--- config.mk ---
export PLATFORM = sky130hd
export DESIGN_NAME = mem_access_unit_flat
export DESIGN_NICKNAME = d
export VERILOG_FILES = /design/src/rtl/mem_access_unit_pkg.sv /design/src/rtl/mem_access_unit_if.sv /design/src/rtl/mem_access_unit_load_align_ext.sv /design/src/rtl/mem_access_unit.sv /design/src/flat_wrapper.sv
export SDC_FILE = /design/constraint.sdc
export NUM_CORES = 1
export LEC_CHECK = 0
export CORE_ASPECT_RATIO = 1.4
export CORE_MARGIN = 2
export CORE_UTILIZATION = 23
export DETAILED_ROUTE_END_ITERATION = 12
export PLACE_DENSITY = 0.51
export SLEW_MARGIN = 20
export SYNTH_ARGS = -nofsm -noshare
export SYNTH_HDL_FRONTEND = slang
export SYNTH_SLANG_ARGS = --single-unit
--- constraint.sdc ---
create_clock -name clk -period 5.5 [get_ports clk]
set_input_delay 1.1 -clock clk [delete_from_list [all_inputs] [get_ports clk]]
set_output_delay 1.1 -clock clk [all_outputs]
set_load 0.005 [all_outputs]
--- src/rtl/mem_access_unit_pkg.sv ---
// Shared width codes, MMIO offsets and FSM encoding for the data-memory stage.
// No logic, no latency, no backpressure: constants and pure decode helpers only.
package mem_access_unit_pkg;

    localparam logic [2:0] F3_B  = 3'b000;
    localparam logic [2:0] F3_H  = 3'b001;
    localparam logic [2:0] F3_W  = 3'b010;
    localparam logic [2:0] F3_BU = 3'b100;
    localparam logic [2:0] F3_HU = 3'b101;

    localparam logic [31:0] MMIO_SW_OFF  = 32'h0;
    localparam logic [31:0] MMIO_LED_OFF = 32'h4;
    localparam logic [31:0] MMIO_SEG_OFF = 32'h8;
    localparam logic [31:0] MMIO_SPAN    = 32'hC;

    typedef enum logic {
        IDLE = 1'b0,
        WAIT = 1'b1
    } state_t;

    // Unsigned widths only exist for loads.
    function automatic logic f3_legal(input logic [2:0] f3, input logic is_store);
        case (f3)
            F3_B, F3_H, F3_W: return 1'b1;
            F3_BU, F3_HU:     return !is_store;
            default:          return 1'b0;
        endcase
    endfunction

    function automatic logic f3_aligned(input logic [2:0] f3, input logic [1:0] lane);
        case (f3)
            F3_H, F3_HU: return !lane[0];
            F3_W:        return lane == 2'b00;
            default:     return 1'b1;
        endcase
    endfunction

endpackage

--- src/rtl/mem_access_unit_if.sv ---
// Pipeline-side request/response bundle of the data-memory stage.
// Latency and backpressure are defined by the unit: stall holds the requester.
interface mem_access_unit_if;
    logic        mem_read;
    logic        mem_write;
    logic [2:0]  funct3;
    logic [31:0] addr;
    logic [31:0] store_data;
    logic [31:0] load_data;
    logic        stall;
    logic        access_err;

    modport master (
        output mem_read, mem_write, funct3, addr, store_data,
        input  load_data, stall, access_err
    );

    modport slave (
        input  mem_read, mem_write, funct3, addr, store_data,
        output load_data, stall, access_err
    );
endinterface

--- src/rtl/mem_access_unit_load_align_ext.sv ---
// Selects the addressed byte/half of a RAM word and sign/zero-extends it.
// Purely combinational, zero latency, no backpressure.
module mem_access_unit_load_align_ext
    import mem_access_unit_pkg::*;
(
    input  logic [31:0] rdata,
    input  logic [2:0]  funct3,
    input  logic [1:0]  lane,
    output logic [31:0] result
);

    logic [7:0]  byte_sel;
    logic [15:0] half_sel;

    always_comb begin
        byte_sel = rdata[7:0];
        case (lane)
            2'd1:    byte_sel = rdata[15:8];
            2'd2:    byte_sel = rdata[23:16];
            2'd3:    byte_sel = rdata[31:24];
            default: byte_sel = rdata[7:0];
        endcase
        half_sel = lane[1] ? rdata[31:16] : rdata[15:0];

        result = '0;
        case (funct3)
            F3_B:    result = {{24{byte_sel[7]}}, byte_sel};
            F3_BU:   result = {24'h0, byte_sel};
            F3_H:    result = {{16{half_sel[15]}}, half_sel};
            F3_HU:   result = {16'h0, half_sel};
            F3_W:    result = rdata;
            default: result = '0;
        endcase
    end

endmodule

--- src/rtl/mem_access_unit.sv ---
// Data-memory stage: RAM loads/stores with lane alignment plus switch/LED/7-seg MMIO.
// RAM loads stall RAM_LATENCY cycles; stores and MMIO accesses complete in the same cycle.
module mem_access_unit
    import mem_access_unit_pkg::*;
#(
    parameter int          RAM_AW      = 12,
    parameter int          RAM_LATENCY = 1,
    parameter logic [31:0] MMIO_BASE   = 32'hFFFFFC00
) (
    input  logic              clk,
    input  logic              rst_n,
    mem_access_unit_if.slave  core,
    output logic              ram_en,
    output logic [3:0]        ram_we,
    output logic [RAM_AW-1:0] ram_addr,
    output logic [31:0]       ram_wdata,
    input  logic [31:0]       ram_rdata,
    input  logic [15:0]       sw_in,
    output logic [15:0]       led_out,
    output logic [31:0]       seg_out
);

    localparam logic [1:0] CNT_INIT = 2'(RAM_LATENCY - 1);

    state_t            state, state_nxt;
    logic [1:0]        cnt, cnt_nxt;
    logic [RAM_AW-1:0] addr_q;
    logic [2:0]        f3_q;
    logic [1:0]        lane_q;
    logic [15:0]       sw_meta, sw_sync;

    logic        rd, wr, in_ram, in_mmio, req_err;
    logic        ram_ld, ram_st, mmio_ld, mmio_st, issue;
    logic [31:0] mmio_off, mmio_rdata, ext_data, load_c;
    logic [3:0]  we_mask, we_c;
    logic        stall_c, err_c, en_c;

    // Request decode: region, width legality, alignment.
    always_comb begin
        rd       = core.mem_read;
        wr       = core.mem_write;
        in_ram   = (core.addr >> (RAM_AW + 2)) == 32'h0;
        mmio_off = core.addr - MMIO_BASE;
        in_mmio  = mmio_off < MMIO_SPAN;
        req_err  = (rd || wr) && ((rd && wr)
                   || !f3_legal(core.funct3, wr)
                   || !f3_aligned(core.funct3, core.addr[1:0])
                   || !(in_ram || in_mmio)
                   || (in_mmio && core.funct3 != F3_W)
                   || (in_mmio && wr && mmio_off == MMIO_SW_OFF));
        ram_ld   = rd && !wr && in_ram  && !req_err;
        ram_st   = wr && !rd && in_ram  && !req_err;
        mmio_ld  = rd && !wr && in_mmio && !req_err;
        mmio_st  = wr && !rd && in_mmio && !req_err;
    end

    always_comb begin
        we_mask   = 4'b0000;
        ram_wdata = core.store_data;
        case (core.funct3)
            F3_B: begin
                we_mask   = 4'b0001 << core.addr[1:0];
                ram_wdata = {4{core.store_data[7:0]}};
            end
            F3_H: begin
                we_mask   = 4'b0011 << {core.addr[1], 1'b0};
                ram_wdata = {2{core.store_data[15:0]}};
            end
            F3_W:    we_mask = 4'b1111;
            default: we_mask = 4'b0000;
        endcase

        case (mmio_off[3:2])
            2'd0:    mmio_rdata = {16'h0, sw_sync};
            2'd1:    mmio_rdata = {16'h0, led_out};
            2'd2:    mmio_rdata = seg_out;
            default: mmio_rdata = 32'h0;
        endcase
    end

    mem_access_unit_load_align_ext u_align (
        .rdata  (ram_rdata),
        .funct3 (f3_q),
        .lane   (lane_q),
        .result (ext_data)
    );

    // A dropped mem_read while waiting is a flush: the cycle is handled as a fresh request.
    always_comb begin
        state_nxt = state;
        cnt_nxt   = cnt;
        stall_c   = 1'b0;
        err_c     = 1'b0;
        en_c      = 1'b0;
        we_c      = 4'b0000;
        ram_addr  = core.addr[RAM_AW+1:2];
        load_c    = 32'h0;
        issue     = 1'b0;
        if (state == WAIT && rd) begin
            en_c     = 1'b1;
            ram_addr = addr_q;
            if (cnt != 2'd0) begin
                stall_c = 1'b1;
                cnt_nxt = cnt - 2'd1;
            end else begin
                load_c    = ext_data;
                state_nxt = IDLE;
            end
        end else begin
            state_nxt = IDLE;
            err_c     = req_err;
            if (ram_ld) begin
                en_c      = 1'b1;
                stall_c   = 1'b1;
                issue     = 1'b1;
                cnt_nxt   = CNT_INIT;
                state_nxt = WAIT;
            end
            if (ram_st) begin
                en_c = 1'b1;
                we_c = we_mask;
            end
            if (mmio_ld) begin
                load_c = mmio_rdata;
            end
        end
    end

    assign core.stall      = rst_n & stall_c;
    assign core.access_err = rst_n & err_c;
    assign core.load_data  = load_c;
    assign ram_en          = rst_n & en_c;
    assign ram_we          = rst_n ? we_c : 4'b0000;

    always_ff @(posedge clk or negedge rst_n) begin
        if (!rst_n) begin
            state  <= IDLE;
            cnt    <= 2'd0;
            addr_q <= '0;
            f3_q   <= 3'b000;
            lane_q <= 2'b00;
        end else begin
            state <= state_nxt;
            cnt   <= cnt_nxt;
            if (issue) begin
                addr_q <= core.addr[RAM_AW+1:2];
                f3_q   <= core.funct3;
                lane_q <= core.addr[1:0];
            end
        end
    end

    always_ff @(posedge clk or negedge rst_n) begin
        if (!rst_n) begin
            sw_meta <= 16'h0;
            sw_sync <= 16'h0;
            led_out <= 16'h0;
            seg_out <= 32'h0;
        end else begin
            sw_meta <= sw_in;
            sw_sync <= sw_meta;
            if (mmio_st && mmio_off == MMIO_LED_OFF) begin
                led_out <= core.store_data[15:0];
            end
            if (mmio_st && mmio_off == MMIO_SEG_OFF) begin
                seg_out <= core.store_data;
            end
        end
    end

endmodule

--- src/flat_wrapper.sv ---
// flat-port wrapper written by rule: the top's interface ports become plain ports
module mem_access_unit_flat import mem_access_unit_pkg::*;
#(
    parameter int          RAM_AW      = 12,
    parameter int          RAM_LATENCY = 1,
    parameter logic [31:0] MMIO_BASE   = 32'hFFFFFC00
)
  (clk, rst_n, ram_en, ram_we, ram_addr, ram_wdata, ram_rdata, sw_in, led_out, seg_out, core_mem_read, core_mem_write, core_funct3, core_addr, core_store_data, core_load_data, core_stall, core_access_err);
  mem_access_unit_if core_i ();
  input  logic clk;
  input  logic rst_n;
  output logic ram_en;
  output logic [3:0] ram_we;
  output logic [RAM_AW-1:0] ram_addr;
  output logic [31:0] ram_wdata;
  input  logic [31:0] ram_rdata;
  input  logic [15:0] sw_in;
  output logic [15:0] led_out;
  output logic [31:0] seg_out;
  input wire logic [$bits(core_i.mem_read)-1:0] core_mem_read;
  input wire logic [$bits(core_i.mem_write)-1:0] core_mem_write;
  input wire logic [$bits(core_i.funct3)-1:0] core_funct3;
  input wire logic [$bits(core_i.addr)-1:0] core_addr;
  input wire logic [$bits(core_i.store_data)-1:0] core_store_data;
  output wire logic [$bits(core_i.load_data)-1:0] core_load_data;
  output wire logic [$bits(core_i.stall)-1:0] core_stall;
  output wire logic [$bits(core_i.access_err)-1:0] core_access_err;
  assign core_i.mem_read = core_mem_read;
  assign core_i.mem_write = core_mem_write;
  assign core_i.funct3 = core_funct3;
  assign core_i.addr = core_addr;
  assign core_i.store_data = core_store_data;
  assign core_load_data = core_i.load_data;
  assign core_stall = core_i.stall;
  assign core_access_err = core_i.access_err;
  mem_access_unit #(.RAM_AW(RAM_AW), .RAM_LATENCY(RAM_LATENCY), .MMIO_BASE(MMIO_BASE)) u_core (.clk(clk), .rst_n(rst_n), .core(core_i), .ram_en(ram_en), .ram_we(ram_we), .ram_addr(ram_addr), .ram_wdata(ram_wdata), .ram_rdata(ram_rdata), .sw_in(sw_in), .led_out(led_out), .seg_out(seg_out));
endmodule
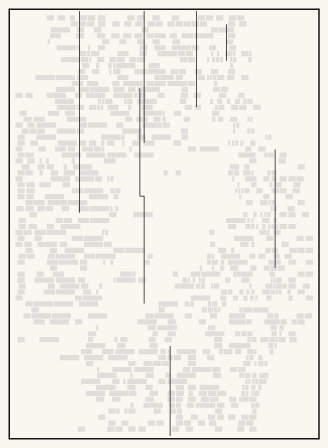
Figure 1: signal wires on met4.
Cells faint in the background.
nets with wire on the layer: 7
longest straight run: 91.8 microns

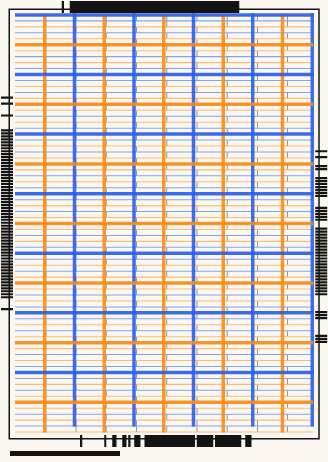
Figure 2: supply network.
The bar under the picture is 50 microns long. Pins as bars on the die edge. Tap cells in gray.
[blue] VDD
[orange] VSS
signal pins: 250
met5 straps: 14
rows: 70
met1 rails: 71
die x size: 140.7 microns
overall die height: 195.4 microns
area of the core region: 25920 sq um

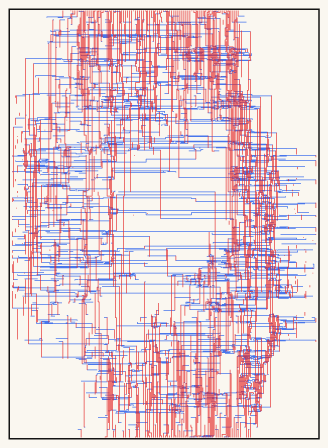
Figure 3: routed metal, one color a layer.
Only two layers are drawn.
[blue] metal 1 | wire length: 10300 microns
[red] metal 2 | wire length: 12300 microns
WL final: 24000 microns
overall fraction of global-route tracks in use: 17.23%
number of vias in the routed layout: 5281
drt wl/cell: 21.52 microns

==> results.ini <==
[timing]
actual_slew_at_the_worst_max_slew_pin_ps = 963.4
final-hold-violation-count = 0
setup_viol = 0
timing_limited_maximum_frequency_mhz = 190.8
final_period_minus_worst_setup_slack_ps = 5241
finalCritPeriodShare_pct = 95.30
fin_skew_ps = 3.326

[critical_path]
rr_endpoint = u_core.addr_q[6]
worst_setup_path_endpoint = core_load_data[6]
worstSetupEndpointType = primary output
data_required_time_of_the_critical_path_ps = 4400
crit_path_start = core_addr[12]

[clock_tree]
cts_buffer_depth = 2
post_cts_gate_resize_count = 0
cts_setup_buffers = 0
cts_root_buffer = sky130_fd_sc_hd__clkbuf_16
h-tree-depth = 3

[global_route]
grt_antenna_before_repair = 1
grt_start_max_net_pins = 58
number_of_global_route_vias_before_repair = 5491
global_route_wire_length_before_repair_microns = 35510

[flow_run]
cap_violations = 0

[power]
sw_frac_of_total_pct = 25.83
power.share.clock_pct = 37.5
cellInternalPower_mw = 1.222
pwr_density_cell_nw_per_um2 = 180.4
irDropWorstVdd_v = 0.0001184
power.static_leakage_nw = 3.972

[placement]
detailed_place_hpwl_microns = 19010
dp_cells = 1098
place.gp.congestion = 0.7803
io_buffer_count = 249

[final_layout]
drive_above_1_share_pct = 20.89
area_delta_synth_final_pct = 51.88
design.final.nets = 905
n_fill_cell = 2607

[routing]
drt-pass1-iter-count = 4
detailedRoute.firstIterationViolations = 231
ant_nets = 0
avgViaCountPerCell = 4.736
post-route-drc-count = 0

[logic_synthesis]
yosys.area.top_type_share_pct = 41.59
synthFlopType = sky130_fd_sc_hd__dfrtp_1
synth_flops = 100
cell_types_with_the_highest_counts_after_synthesis = sky130_fd_sc_hd__dfrtp_1, sky130_fd_sc_hd__nor2_1, sky130_fd_sc_hd__mux2_2
ys_top_cells_by_area = sky130_fd_sc_hd__dfrtp_1, sky130_fd_sc_hd__mux2_2, sky130_fd_sc_hd__mux2_4
ys_chip_area_sq_um = 6017
post_synth_instance_area_sq_um = 6017
async_reset_ff_share_pct = 100.0
ys_warnings = 0
top_area_cell = sky130_fd_sc_hd__dfrtp_1
netlist-cell-type-count = 59
yosysSeqAreaShare_pct = 41.59

[run_status]
outcome = completed

[hold_path]
number_of_cells_traversed_by_the_worst_hold_path = 0
timing.hold.worst_endpoint = u_core.sw_sync[3]
min-delay-path-class = reg2reg

[floorplan]
fp-utilization_pct = 23.21

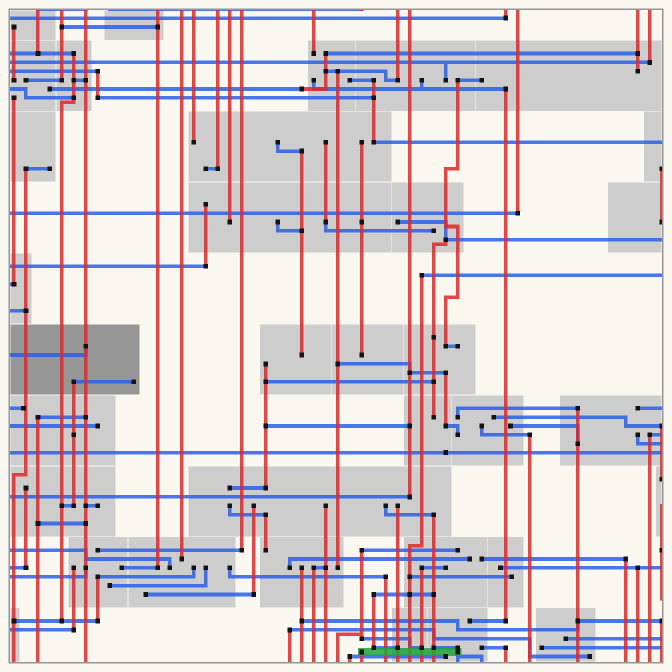
Figure 4: layout detail.
Window x 93 to 118, y 36 to 61 microns. Cells in gray, sequential cells in the stronger gray; small squares are vias.
[blue] metal 1
[red] metal 2
[green] metal 3
netlist names of flops here include: `u_core.addr_q` (1)
most frequent: mux2_2 (3), buf_4 (3)
sequential cells in the window: 1
cells with their middle in the window: 26

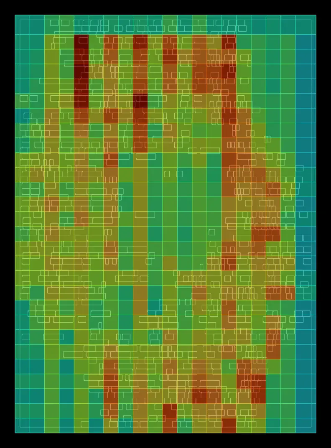
Figure 5: congestion heat map.
most utilized layer in the global route result: met2
global routing met1 resource utilization: 21.69%
GR Util met2: 30.57%
GR Util met3: 2.943%

placed cells by master, fill, tap and decap left out, drive strengths merged, types with 2 or more instances in the layout:
cell type / count
mux2: 94
nor3b: 5
and4: 2
a21oi: 52
and3: 5
nor3: 3
clkbuf: 10
nor4: 8
or2: 2
a211oi: 2
nand2b: 3
buf: 24
nor2: 57
a22oi: 10
nand2: 21
o21a: 3
a21o: 2
a41o: 16
or3: 2
dfrtp: 100
nand3: 4
a21boi: 2
nand4: 8
mux2i: 34
a31o: 9
inv: 8
clkinvlp: 3
o21ai: 14
clkdlybuf4s50: 248
o221ai: 7
nor2b: 5
o31ai: 7
and2: 3
a2111oi: 2
kinds of logic after synthesis:
family | Yosys count | share of synthesized area, %
mux | 129 | 26.12
flops | 100 | 41.59
buf+inv | 54 | 4.803
simple gates | 132 | 11.54
fa+ha+maj | 1 | 0.2079
compound gates | 134 | 15.74
cell type report:
| class | count | area share (%) |
|---|---|---|
| diodes | 1 | 0.02738 |
| clock buffers | 10 | 2.615 |
| clock inverters | 6 | 0.5203 |
| inverters | 6 | 0.2464 |
| multi-input cells | 396 | 35.50 |
| flip-flops and latches | 100 | 27.38 |
| well taps | 324 | 4.436 |
| repair buffers | 272 | 29.27 |
critical path, cell delays in order:
cell and delay (ps):
sky130_fd_sc_hd__clkdlybuf4s50_1 540, sky130_fd_sc_hd__nand4_2 170, sky130_fd_sc_hd__nor4_1 440, sky130_fd_sc_hd__mux2i_1 190, sky130_fd_sc_hd__a2111oi_4 390, sky130_fd_sc_hd__nand3_1 380, sky130_fd_sc_hd__o31ai_1 380, sky130_fd_sc_hd__clkdlybuf4s50_1 550
power groups by stage:
stage          registers [mW]  logic, mW  clock network, mW
2_1_floorplan           0.763     0.0849                  0
6_report                0.749      0.282              0.617
3_5_place_dp            0.764      0.285                  0
3_3_place_gp            0.764      0.286                  0
4_1_cts                 0.749      0.287              0.642
5_1_grt                 0.750      0.304              0.672
registers in the layout, indices dropped and copies added, names as in the netlist:
| signal | flops |
|---|---|
| u_core.sw_meta | 16 |
| u_core.lane_q | 2 |
| u_core.f3_q | 3 |
| u_core.state | 1 |
| u_core.cnt | 2 |
| u_core.led_out | 16 |
| u_core.sw_sync | 16 |
| u_core.seg_out | 32 |
| u_core.addr_q | 12 |
per-stage QoR:
step	hold WS (ps)	area (sq um)	utilization, %	power (mW)	worst slack (ps)
after floorplan	331.2	6017	-	0.8481	1245
after global placement	332.9	8850	34.14	1.050	295.6
after detailed placement	334.7	8850	34.14	1.049	248.7
after CTS	351.7	9136	35.24	1.678	243.0
after global routing	359.5	9139	35.25	1.726	40.40
final	349.0	9139	35.25	1.648	258.6
metal layers:
metal	routed length (microns)	vias to the layer above	track usage (%)
met5	0	-	0
li1	-	2513	-
met1	10300	2606	21.69
met2	12310	144	30.57
met4	405	0	4.259
met3	987	18	2.943
Power and IR drop assume default switching activity.
